Fig. 1: clock network drawn from the DEF
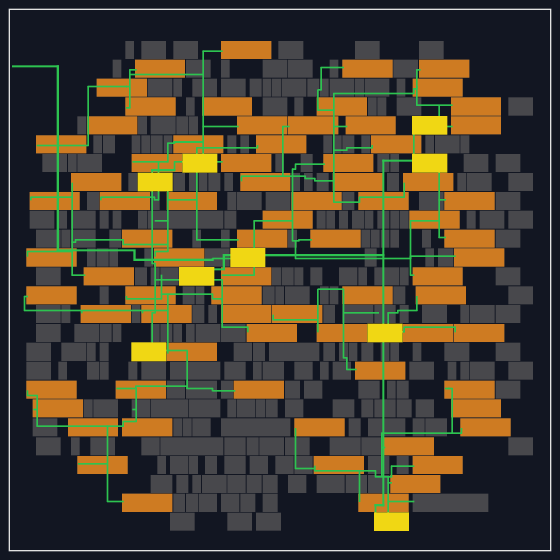
Fig. 2: signal wires on met2
Scale bar: 20 um.
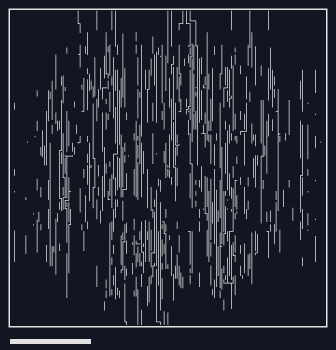
Fig. 3: cell outlines without signal wires
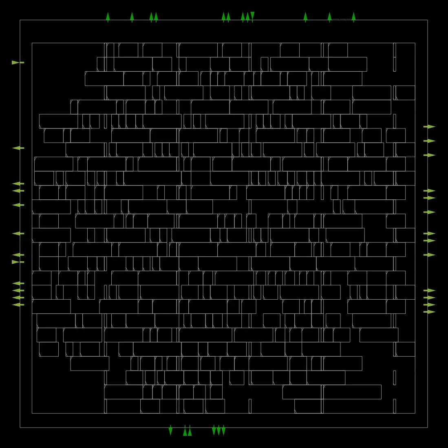
==> config.mk <==
export PLATFORM = sky130hd
export DESIGN_NAME = rx_fsm_param
export DESIGN_NICKNAME = d
export VERILOG_FILES = /design/src/rtl/rx_fsm_param.sv
export SDC_FILE = /design/constraint.sdc
export NUM_CORES = 1
export LEC_CHECK = 0
export CORE_MARGIN = 2
export CORE_UTILIZATION = 53
export CTS_BUF_LIST = sky130_fd_sc_hd__clkbuf_8 sky130_fd_sc_hd__clkbuf_16
export CTS_CLUSTER_SIZE = 10
export DETAILED_ROUTE_END_ITERATION = 8
export PLACE_DENSITY = 0.81
export SYNTH_ARGS = -nofsm -noshare
export SYNTH_HDL_FRONTEND = slang
export SYNTH_SLANG_ARGS = --single-unit
==> constraint.sdc <==
create_clock -name clk -period 2.05 [get_ports clk]
set_clock_uncertainty 0.15 [all_clocks]
set_input_delay 0.41 -clock clk [delete_from_list [all_inputs] [get_ports clk]]
set_output_delay 0.41 -clock clk [all_outputs]
set_load 0.01 [all_outputs]
==> notes.md <==
The full implementation flow was run.

The run finished with clean final reports. The final RePlAce weighted congestion stands at ~0.85. Per the final layout report, the fraction of cells sized above drive strength 1 comes to a little under a tenth.

The smallest clock period supported by the final layout is computed as 1949 ps. The ratio of total power to cell area stands at between 900 and 1000 nW/um^2. The power report puts the leakage power at 0.001267 uW. The total of warnings raised by yosys stands at 0. Along the worst path, the maximum fanout reaches 4. The global routing usage on met3 stands at 4.419%. In this run the count of I/O pins placed on the die edge is roughly 43. The achievable frequency stands at 0.5132 GHz. The detailed-router iteration count before antenna repair stands at 4. The share of flip-flops with an asynchronous set or reset stands at 0%. Counting tap cells, the placed design contains a total of 420 instances. After technology mapping, the gate count stands at 315.

The portion of synthesized cell area occupied by the leading cell type stands at 52.66%. The average size of a mapped cell stands at 9.171 um^2. The clock transition at the registers of the reported paths stands at 70 ps.

The data required time at the worst endpoint stands at between 1000 and 1500 ps. The post-synthesis cell count from yosys stands at 315. Setup slack on the critical path of the routed design comes to 101.4 ps. The number of synthesized register bits stands at 76. Per the power-grid run, VDD falls by no more than 570.0 uV. The number of diodes stands at 0. The synthesis report names the predominant flop master as sky130_fd_sc_hd__dfxtp_1. Buffers placed on the I/O ports in this run total 41. The via count of the first global-routing pass was 2054. The non-filler instance count after layout stands at 436.

The number of nets in the layout stands at 372. Counting pins that exceed their max-slew limit in the final report gives 0. The wire length of the first global-routing pass stands at 9701 um. In the routed layout, each cell is associated on average with a via count of 5.163.

The chip area line in the Yosys stat output reads 2889 um^2. Per the detail_route report, routed wire per instance is 13.03 um. In this run the most used layer during global routing was met2. Compared with the post-synthesis result, the final layout area differs by 26.46%. Setup total negative slack on the finished layout was measured at 0 ps. The number of clock sinks came to 76. The share of the cycle needed by the critical path after routing stands at 95.05%. TritonCTS built the clock tree. The number of cells on the worst reg-to-reg path stands at 6. The initial antenna violation count stands at 0.

In this design, the largest share of critical-path delay is due to buffers and inverters. Per the STA report, the cell with the highest stage delay on the worst path is sky130_fd_sc_hd__dfxtp_1. The insertion delay at the late pin of the worst-skew pair stands at 340 ps. The starting DRC count in detailed routing stands at 155.
Notes on Fig. 1 above:
green -> clock wires  # length 828 um
orange -> flip-flops  # count 76
yellow -> cells driving clock nets  # count 9
routed clock nets = 10
clock network power share: 35.3%
power dissipated in the clock network: 1230 uW

Notes on Fig. 2 above:
longest straight run = 30.3 um
wire length on this layer = 2670 um
main direction = vertical
share of all routed wire = 47%
nets with wire on the layer = 306
met2 track demand over resource: 32.59%
Vias: 2251
Detailed Route WL: 5680 um

Notes on Fig. 3 above:
core area: 5172 um^2
number of well-tap cells placed: 70
num sequential: 76

repair_timing:
| item | CTS | global route |
|---|---|---|
| pin swaps | 0 | 1 |
| resized | 1 | 2 |
| hold buffers | 0 | 0 |
| gates cloned | 0 | 0 |
| endpoints found under the setup margin | 1 | 8 |
| hold endpoints to repair | 0 | 0 |
cell families after synthesis:
logic type,synth area share (%)
other,0.1298
DFF,52.66
adders and majority gates,2.598
muxes,11.48
AOI/OAI and AO/OA,11.43
and+or+nand+nor,17.15
xor gates and xnor gates,0.9097
buffers and inverters,3.638
per-stage QoR:
stage / utilization [%] / power, uW / hold WS [ps] / instance area (um^2)
floorplan: - / 2015 / 286.0 / 2889
global placement: 66.21 / 2247 / 297.1 / 3425
detailed placement: 66.21 / 2260 / 311.9 / 3425
CTS: 70.37 / 3462 / 255.8 / 3640
global route: 70.63 / 3639 / 284.4 / 3654
finish: 70.63 / 3476 / 276.6 / 3654
metal layers:
layer	vias to the layer above	wire, um	share of wire [%]
met5	-	0	0
met4	0	76	1.3
met3	6	221	3.9
met2	54	2670	47
met1	1039	2712	48
li1	1152	-	-
power breakdown:
group          switching (uW)  internal, uW  leakage, uW  total (uW)
clock network             546           681     0.000107        1230
logic                     386           327     0.000548         713
registers                29.3          1510     0.000612        1540
total                     961          2520      0.00127        3480
synth_stat cells, types with 2 or more instances:
cell	count
sky130_fd_sc_hd__mux2i_1	32
sky130_fd_sc_hd__nor3_1	4
sky130_fd_sc_hd__nor2_1	34
sky130_fd_sc_hd__nor2b_1	2
sky130_fd_sc_hd__inv_1	3
sky130_fd_sc_hd__nand2_1	67
sky130_fd_sc_hd__xor2_1	2
sky130_fd_sc_hd__ha_1	6
sky130_fd_sc_hd__buf_2	9
sky130_fd_sc_hd__dfxtp_1	76
sky130_fd_sc_hd__a21oi_1	36
sky130_fd_sc_hd__a2111oi_0	2
sky130_fd_sc_hd__a22o_1	4
sky130_fd_sc_hd__clkbuf_1	10
sky130_fd_sc_hd__nand3_1	4
sky130_fd_sc_hd__nand2b_1	3
cell type report:
type | count | area, um^2
sequential | 76 | 1521
timing repair buffer | 55 | 534.3
fill | 385 | 1519
multi-input combinational | 215 | 1279
clock buffer | 9 | 123.9
tap | 70 | 87.58
clock inverter | 7 | 92.59
inverter | 4 | 15.01
Power figures rest on the tool's default switching activity, not on a simulated workload.
